===== src/rtl/gecko_pkg.sv =====
// Shared definitions for the gecko keystream host side: default key width,
// byte width and the one-hot state encoding of keystream_xor.
package gecko_pkg;

    localparam int KEY_LENGTH_DEFAULT = 56;
    localparam int BYTE_W             = 8;

    localparam logic [2:0] ST_SAMPLE  = 3'b001;
    localparam logic [2:0] ST_KEYLOAD = 3'b010;
    localparam logic [2:0] ST_RUN     = 3'b100;

    typedef enum logic [2:0] {
        SAMPLE  = ST_SAMPLE,
        KEYLOAD = ST_KEYLOAD,
        RUN     = ST_RUN
    } state_e;

endpackage


===== src/rtl/keystream_clken_div.sv =====
// Clock-enable divider for the keystream generator: a 0..DIV-1 counter that
// only advances while en is high; clken is high in the cycle the counter wraps.
module keystream_clken_div #(
    parameter int DIV = 1
) (
    input  logic clk,
    input  logic rst,
    input  logic en,
    output logic clken
);

    localparam logic [7:0] LAST = 8'(DIV - 1);

    logic [7:0] cnt_q;
    logic [7:0] cnt_d;

    always_comb begin
        cnt_d = cnt_q;
        if (en) begin
            cnt_d = (cnt_q == LAST) ? 8'd0 : cnt_q + 8'd1;
        end
    end

    always_ff @(posedge clk) begin
        if (rst) begin
            cnt_q <= 8'd0;
        end else begin
            cnt_q <= cnt_d;
        end
    end

    // With DIV=1 the counter sits at 0, so clken is high whenever enabled.
    assign clken = en && (cnt_q == LAST);

endmodule


===== src/rtl/keystream_xor.sv =====
// Host-side partner of the gecko generator: loads the key serially, then XORs
// each input byte with one fresh keystream byte. KEYSTREAM_XOR_COUNT_EN builds byte_count.
module keystream_xor
    import gecko_pkg::*;
#(
    parameter int KEY_LENGTH = KEY_LENGTH_DEFAULT,
    parameter int CLKEN_DIV  = 1
) (
    input  logic                  clk,
    input  logic                  rst,
    input  logic [KEY_LENGTH-1:0] key_in,
    output logic                  ks_clken,
    output logic                  ks_key,
    output logic                  ks_next,
    input  logic                  ks_ready,
    input  logic [BYTE_W-1:0]     ks_dout,
    input  logic [BYTE_W-1:0]     s_data,
    input  logic                  s_valid,
    output logic                  s_ready,
    output logic [BYTE_W-1:0]     m_data,
    output logic                  m_valid,
    input  logic                  m_ready,
    output logic                  key_zero,
    output logic [31:0]           byte_count
);

    localparam int               CNT_W    = $clog2(KEY_LENGTH + 1);
    localparam logic [CNT_W-1:0] LAST_BIT = CNT_W'(KEY_LENGTH - 1);

    state_e                  state_q, state_d;
    logic [KEY_LENGTH-1:0]   shreg_q, shreg_d;
    logic [CNT_W-1:0]        bit_cnt_q, bit_cnt_d;
    logic                    key_zero_q, key_zero_d;
    logic                    ks_used_q, ks_used_d;
    logic                    m_valid_q, m_valid_d;
    logic [BYTE_W-1:0]       m_data_q, m_data_d;
    logic                    consume;
    logic [BYTE_W-1:0]       ks_byte;

    keystream_clken_div #(
        .DIV (CLKEN_DIV)
    ) u_div (
        .clk   (clk),
        .rst   (rst),
        .en    (state_q != SAMPLE),
        .clken (ks_clken)
    );

    // Handshakes: a byte moves on s_* when s_valid & s_ready, on m_* when
    // m_valid & m_ready. One input byte, one keystream byte and one output
    // slot are claimed together, and only on a generator-enabled cycle.
    assign consume = (state_q == RUN) && s_valid && ks_ready && !ks_used_q &&
                     (!m_valid_q || m_ready) && ks_clken;

    // A zero key means decryption is disabled: bytes pass through unchanged.
    assign ks_byte = key_zero_q ? '0 : ks_dout;

    always_comb begin
        state_d    = state_q;
        shreg_d    = shreg_q;
        bit_cnt_d  = bit_cnt_q;
        key_zero_d = key_zero_q;
        case (state_q)
            SAMPLE: begin
                shreg_d    = key_in;
                key_zero_d = (key_in == '0);
                bit_cnt_d  = '0;
                state_d    = KEYLOAD;
            end
            KEYLOAD: begin
                if (ks_clken) begin
                    shreg_d   = shreg_q << 1;
                    bit_cnt_d = bit_cnt_q + CNT_W'(1);
                    if (bit_cnt_q == LAST_BIT) begin
                        state_d = RUN;
                    end
                end
            end
            RUN: begin
            end
            default: state_d = SAMPLE;
        endcase
    end

    always_comb begin
        ks_used_d = ks_used_q;
        m_valid_d = m_valid_q;
        m_data_d  = m_data_q;
        if (consume) begin
            ks_used_d = 1'b1;
            m_valid_d = 1'b1;
            m_data_d  = s_data ^ ks_byte;
        end else begin
            // The generator drops ready while it replaces the byte we took.
            if (!ks_ready) begin
                ks_used_d = 1'b0;
            end
            if (m_ready) begin
                m_valid_d = 1'b0;
            end
        end
    end

    always_ff @(posedge clk) begin
        if (rst) begin
            state_q    <= SAMPLE;
            shreg_q    <= '0;
            bit_cnt_q  <= '0;
            key_zero_q <= 1'b0;
            ks_used_q  <= 1'b0;
            m_valid_q  <= 1'b0;
            m_data_q   <= '0;
        end else begin
            state_q    <= state_d;
            shreg_q    <= shreg_d;
            bit_cnt_q  <= bit_cnt_d;
            key_zero_q <= key_zero_d;
            ks_used_q  <= ks_used_d;
            m_valid_q  <= m_valid_d;
            m_data_q   <= m_data_d;
        end
    end

`ifdef KEYSTREAM_XOR_COUNT_EN
    logic [31:0] byte_count_q, byte_count_d;

    always_comb begin
        byte_count_d = byte_count_q;
        if (consume) begin
            byte_count_d = byte_count_q + 32'd1;
        end
    end

    always_ff @(posedge clk) begin
        if (rst) begin
            byte_count_q <= 32'd0;
        end else begin
            byte_count_q <= byte_count_d;
        end
    end

    assign byte_count = byte_count_q;
`else
    assign byte_count = 32'd0;
`endif

    assign ks_key   = shreg_q[KEY_LENGTH-1];
    assign ks_next  = consume;
    assign s_ready  = consume;
    assign m_valid  = m_valid_q;
    assign m_data   = m_data_q;
    assign key_zero = key_zero_q;

endmodule


===== config.mk =====
export PLATFORM = sky130hd
export DESIGN_NAME = keystream_xor
export DESIGN_NICKNAME = d
export VERILOG_FILES = /design/src/rtl/gecko_pkg.sv /design/src/rtl/keystream_clken_div.sv /design/src/rtl/keystream_xor.sv
export SDC_FILE = /design/constraint.sdc
export NUM_CORES = 1
export LEC_CHECK = 0
export CAP_MARGIN = 20
export CORE_MARGIN = 4
export CORE_UTILIZATION = 46
export DETAILED_ROUTE_END_ITERATION = 8
export GPL_TIMING_DRIVEN = 1
export PLACE_DENSITY = 0.9
export SETUP_SLACK_MARGIN = 0.02
export SYNTH_ARGS = -nofsm -noshare
export SYNTH_HDL_FRONTEND = slang
export SYNTH_SLANG_ARGS = --single-unit

===== constraint.sdc =====
create_clock -name clk -period 3 [get_ports clk]
set_input_delay 0.6 -clock clk [delete_from_list [all_inputs] [get_ports clk]]
set_output_delay 0.6 -clock clk [all_outputs]
set_load 0.01 [all_outputs]

### Logic cells by family, run 1

(4 px per um)
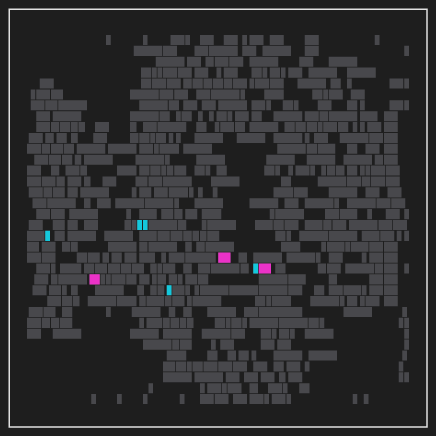
[magenta] AND-OR and OR-AND gates | cells: 3
[cyan] inverters | cells: 5

### Drive-strength map, run 1

(4 px per um)
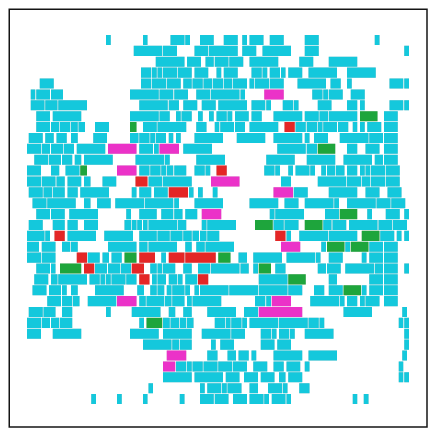
[magenta] _6 and larger | cells: 13 | share: 2.4% | most used: clkbuf_8
[cyan] _0 and _1 cells | cells: 494 | share: 92% | most used: clkdlybuf4s50_1
[green] _2 cells | cells: 17 | share: 3.2% | most used: a211oi_2
[red] _3 and _4 cells | cells: 14 | share: 2.6% | most used: buf_4

### Signal wires on met3, run 1

(3 px per um)
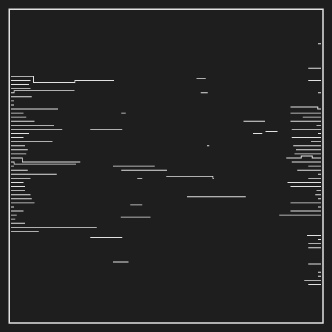
share of all routed wire: 7.1%
wire length on this layer: 683 um
nets with wire on the layer: 88
main direction: horizontal
met3 GRT Util: 0.0534
wirelength, routed: 9.58 mm
Vias: 3449

### Routing congestion map, run 1

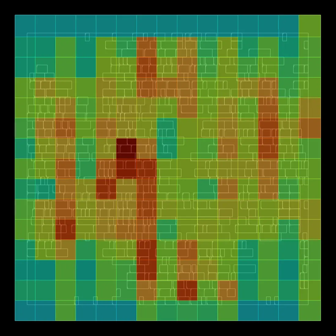
utilization after layout: 0.597
GRT busiest layer: met2

-- run 1: state kept, by name, indices dropped and copies added (netlist names) --
name and flops:
ks_used_q 1, u_div.cnt_q 8, m_data 8, state_q 3, shreg_q 56, m_valid 1
bit_cnt_q 6, key_zero 1
-- run 1: layer usage --
metal	part of all wire	global-route usage	wire, um	vias up
li1	-	-	-	1749
met1	0.44	0.219	4190	1585
met2	0.48	0.300	4600	104
met3	0.071	0.0534	682	11
met4	0.011	0.0541	106	0
met5	0	0	0	-
-- run 1: timing repair --
action | CTS | global route
gates cloned | 0 | 0
gates resized | 2 | 1
endpoints found under the setup margin | 2 | 1
-- run 1: synthesized netlist by cell type, types with 4 or more instances --
master     n  area, sq um
xor2_1     7         61.3
nand3_1    8         40.0
buf_4     35          263
dfxtp_1   84         1680
nor2_1    69          259
nor2b_1    8         50.1
inv_1      4         15.0
clkbuf_1  11         41.3
a211oi_1  53          398
mux2i_1   55          551
nand4_1    6         37.5
a211oi_2  10          125
a21oi_1   14         70.1
buf_2     16         80.1
nor4_1    17          106
xnor2_1   11         96.3
nand2_1    9         33.8
-- run 1: cell type report --
cell class | instances | area, sq um
clock buffer | 9 | 124
clock inverter | 7 | 76.3
fill | 726 | 3570
inverter | 5 | 18.8
multi-input combinational | 335 | 2260
sequential | 84 | 1680
tap | 108 | 135
timing repair buffer | 98 | 982
-- run 1: power breakdown --
group          internal [mW]  total, mW  switching [mW]  leakage [nW]
Clock                  0.389      0.805           0.417        0.0958
Combinational          0.777       1.80            1.02          1.49
Sequential              1.51       1.73           0.222         0.692
-- run 1: kinds of logic after synthesis --
family	share of synthesized area
adder cells (fa/ha/maj)	0.00884
multiplexers	0.132
AND/OR/NAND/NOR	0.167
buffers and inverters	0.100
flip-flops	0.396
XOR/XNOR	0.0371
other	0.000883
AND-OR/OR-AND	0.157
==> impl_metrics.json, run 1 <==
{
  "cts_buffer_depth": 2,
  "cp-startpoint": "u_div.cnt_q[0]",
  "min_path_cells": 2,
  "grt-ovfl-total": 0,
  "placedCellCount": 630,
  "clkLatencyLatePin_ns": 0.35,
  "status": "finished clean",
  "htree_levels": 3,
  "fmaxAchievable_mhz": 368,
  "start_kind": "register",
  "crit_family": "buffers and inverters",
  "slowest_stage": "clkdlybuf4s50_1",
  "antenna_found_initial": 0,
  "nNetsFinal": 613,
  "numSynthFlops": 84,
  "worstSetupPathType": "reg2out",
  "dieWidth_um": 104,
  "hold_viol": 0,
  "p_total_mw": 4.34,
  "chipArea_sq_um": 10800,
  "final_common_cell": "clkdlybuf4s50_1",
  "worstSetupEndpoint": "ks_clken",
  "setup_tns_ns": 0,
  "edf_count": 0,
  "timing.hold.ws_ns": 0.494,
  "crit_buf_inv": 2,
  "syn_avg_cell_area_sq_um": 9.29,
  "crit_chain": "inv_1, ha_1, nor4b_1, nand2_1, nor2_1, clkdlybuf4s50_1",
  "crit_cells": 6,
  "first_pass_iters": 4,
  "grt_max_degree": 59,
  "r2r-end": "shreg_q[23]",
  "numCtsBuffers": 9,
  "drtIter0Drc": 170,
  "grt_usage": 0.178,
  "grt_pass1_vias": 3359,
  "ir_drop_mv": 0.543,
  "layout_top_cells": "clkdlybuf4s50_1 (87), dfxtp_1 (84), nor2_1 (69), mux2i_1 (55), a211oi_1 (53)",
  "rsz0062_at_grt": "false",
  "avgViaCountPerCell": 5.34,
  "ys_chip_area_sq_um": 4250,
  "total_leakage_power_nw": 2.28,
  "relSlewSlack": 0.403,
  "syn_inst": 457,
  "worstMarginPinSlew_ns": 0.895
}
--- run 2 (diff from run 1) ---
--- a/config.mk
+++ b/config.mk
@@ -5,7 +5,6 @@
 export SDC_FILE = /design/constraint.sdc
 export NUM_CORES = 1
 export LEC_CHECK = 0
-export CAP_MARGIN = 20
 export CORE_MARGIN = 4
 export CORE_UTILIZATION = 46
 export DETAILED_ROUTE_END_ITERATION = 8
### Logic cells by family, run 2

(4 px per um)
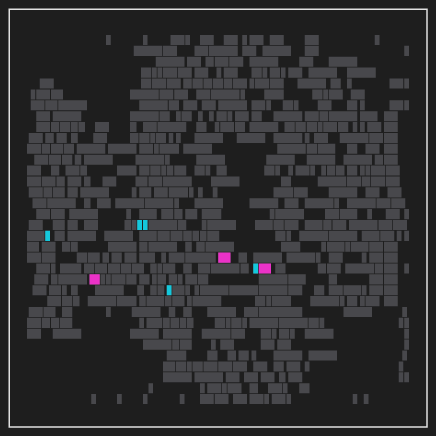
[cyan] inverters | cells: 5
[magenta] AND-OR and OR-AND gates | cells: 3
combinational share of cell area: 0.428
Top cell excl fill/tap: clkdlybuf4s50_1
Non-Filler Instances: 646

==> impl_metrics.json, run 2 <==
{
  "crit_buf_inv": 2,
  "grt-ovfl-total": 0,
  "fin_crit_sh": 0.906,
  "top_cell": "dfxtp_1",
  "fmaxAchievable_mhz": 368,
  "cts_buffer_depth": 2,
  "ys_chip_area_sq_um": 4250,
  "grt_pass1_vias": 3359,
  "vias": 3449,
  "avgViaCountPerCell": 5.34,
  "synthTopCellsByArea": "dfxtp_1 (40%), mux2i_1 (13%), a211oi_1 (9.4%)",
  "layout_setup_ws_ns": 0.282,
  "cts_tree": "built",
  "start_kind": "register",
  "synth_cell_types": 42,
  "grt_pass1_wl_mm": 16.0,
  "first_pass_iters": 4,
  "core-area_sq_um": 8850,
  "syn_avg_cell_area_sq_um": 9.29,
  "ir_drop_mv": 0.543,
  "hpwl_mm": 7.13,
  "cts_hold_buf": 0,
  "routed_wl_mm": 9.58,
  "synth_top_cell_by_area": "dfxtp_1",
  "syn_inst": 457,
  "period_minus_slack_ns": 2.72,
  "numSynthFlops": 84,
  "yosysWarnings": 0,
  "r2r-start": "u_div.cnt_q[0]",
  "cts_resized": 2,
  "cp_slowest_stage_delay_ns": 0.57,
  "layout_top_cells": "clkdlybuf4s50_1 (87), dfxtp_1 (84), nor2_1 (69), mux2i_1 (55), a211oi_1 (53)",
  "total_leakage_power_nw": 2.28,
  "relSlewSlack": 0.403,
  "pre_cts_ws_ns": 0.111,
  "syn_area_sq_um": 4250,
  "final-setup-viol-count": 0,
  "antenna_found_initial": 0,
  "ys_async_sr_fraction": 0,
  "htree_levels": 3,
  "ys_seq_share": 0.396,
  "crit_family": "buffers and inverters",
  "critPathMaxFanout": 3,
  "drtIter0Drc": 170,
  "largest_reg_flops": 56,
  "dieWidth_um": 104,
  "worstMarginPinSlew_ns": 0.895,
  "grt_max_degree": 59,
  "top_cells_by_count": "dfxtp_1 (84), nor2_1 (69), mux2i_1 (55)",
  "design_area_sq_um": 5280,
  "numCtsBuffers": 9,
  "largest-register": "shreg_q",
  "hold_viol": 0,
  "diodes": 0,
  "setup_tns_ns": 0,
  "final_layout_size_suffix_gt1_frac": 0.0818,
  "worstSetupPathType": "reg2out",
  "cp-startpoint": "u_div.cnt_q[0]",
  "die_h_um": 104,
  "utilization": 0.597,
  "chipArea_sq_um": 10800,
  "cts-root-buf": "clkbuf_8",
  "fp-utilization": 0.480,
  "slowest_stage": "clkdlybuf4s50_1",
  "edf_count": 0,
  "rsz0062_at_grt": "false",
  "crit_chain": "inv_1, ha_1, nor4b_1, nand2_1, nor2_1, clkdlybuf4s50_1",
  "placed_cell_area_sq_um": 5070,
  "synth_top_area_share": 0.396,
  "nNetsFinal": 613,
  "status": "finished clean",
  "hold_class": "reg2reg",
  "p_total_mw": 4.34,
  "worst-endpoint-arrival_ns": 2.12,
  "ys_cells": 457,
  "clkLatencyLatePin_ns": 0.35
}
### Routing congestion map, run 2

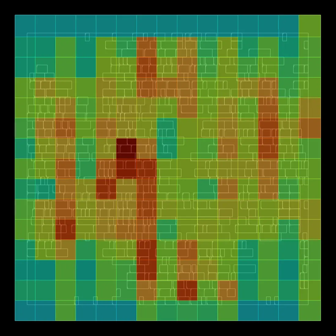
GRT Overall Usage: 0.178
WL/cell: 14.8 um
GR Layer Usage met1: 0.219

[run 2: cell counts in the layout (fill, tap and decap cells not counted)]
Identical to the previous run, type by type.
[run 2: path summary, 6_finish.rpt]
path / slack, ns / cells past startpoint / end
worst max-delay path: 0.28 / 6 / ks_clken
worst min-delay path: 0.49 / 2 / bit_cnt_q[5]
worst max register to register: 0.61 / 7 / shreg_q[23]
worst min register to register: 0.49 / 2 / bit_cnt_q[5]
[run 2: area by class of cell]
class / count / area, sq um
Inverter: 5 / 18.8
Multi-Input combinational cell: 335 / 2260
Sequential cell: 84 / 1680
Fill cell: 726 / 3570
Clock buffer: 9 / 124
Tap cell: 108 / 135
Clock inverter: 7 / 76.3
Timing Repair Buffer: 98 / 982
[run 2: per-layer routing]
| layer | vias up | GRT usage | wire [um] |
|---|---|---|---|
| met3 | 11 | 0.0534 | 682 |
| met1 | 1585 | 0.219 | 4190 |
| met2 | 104 | 0.300 | 4600 |
| li1 | 1749 | - | - |
| met5 | - | 0 | 0 |
| met4 | 0 | 0.0541 | 106 |
[run 2: stage by stage]
stage | hold WS (ns) | instances
floorplan | 0.431 | 488
global placement | 0.442 | 630
detailed placement | 0.481 | 630
CTS | 0.495 | 646
global route | 0.517 | 646
finish | 0.494 | 646
[run 2: report_power, final]
| group | leakage (nW) | switching, mW | internal [mW] |
|---|---|---|---|
| registers | 0.692 | 0.222 | 1.51 |
| logic | 1.49 | 1.02 | 0.777 |
| clock network | 0.0958 | 0.417 | 0.389 |
| total | 2.28 | 1.66 | 2.67 |
[run 2: kinds of logic after synthesis]
group / count (synthesis) / share of synthesized area
simple gates: 140 / 0.167
mux: 56 / 0.132
xor+xnor: 18 / 0.0371
buf+inv: 69 / 0.100
flops: 84 / 0.396
compound gates: 86 / 0.157
other cells: 1 / 0.000883
fa+ha+maj: 3 / 0.00884
Power is estimated from default activity; no workload was simulated.
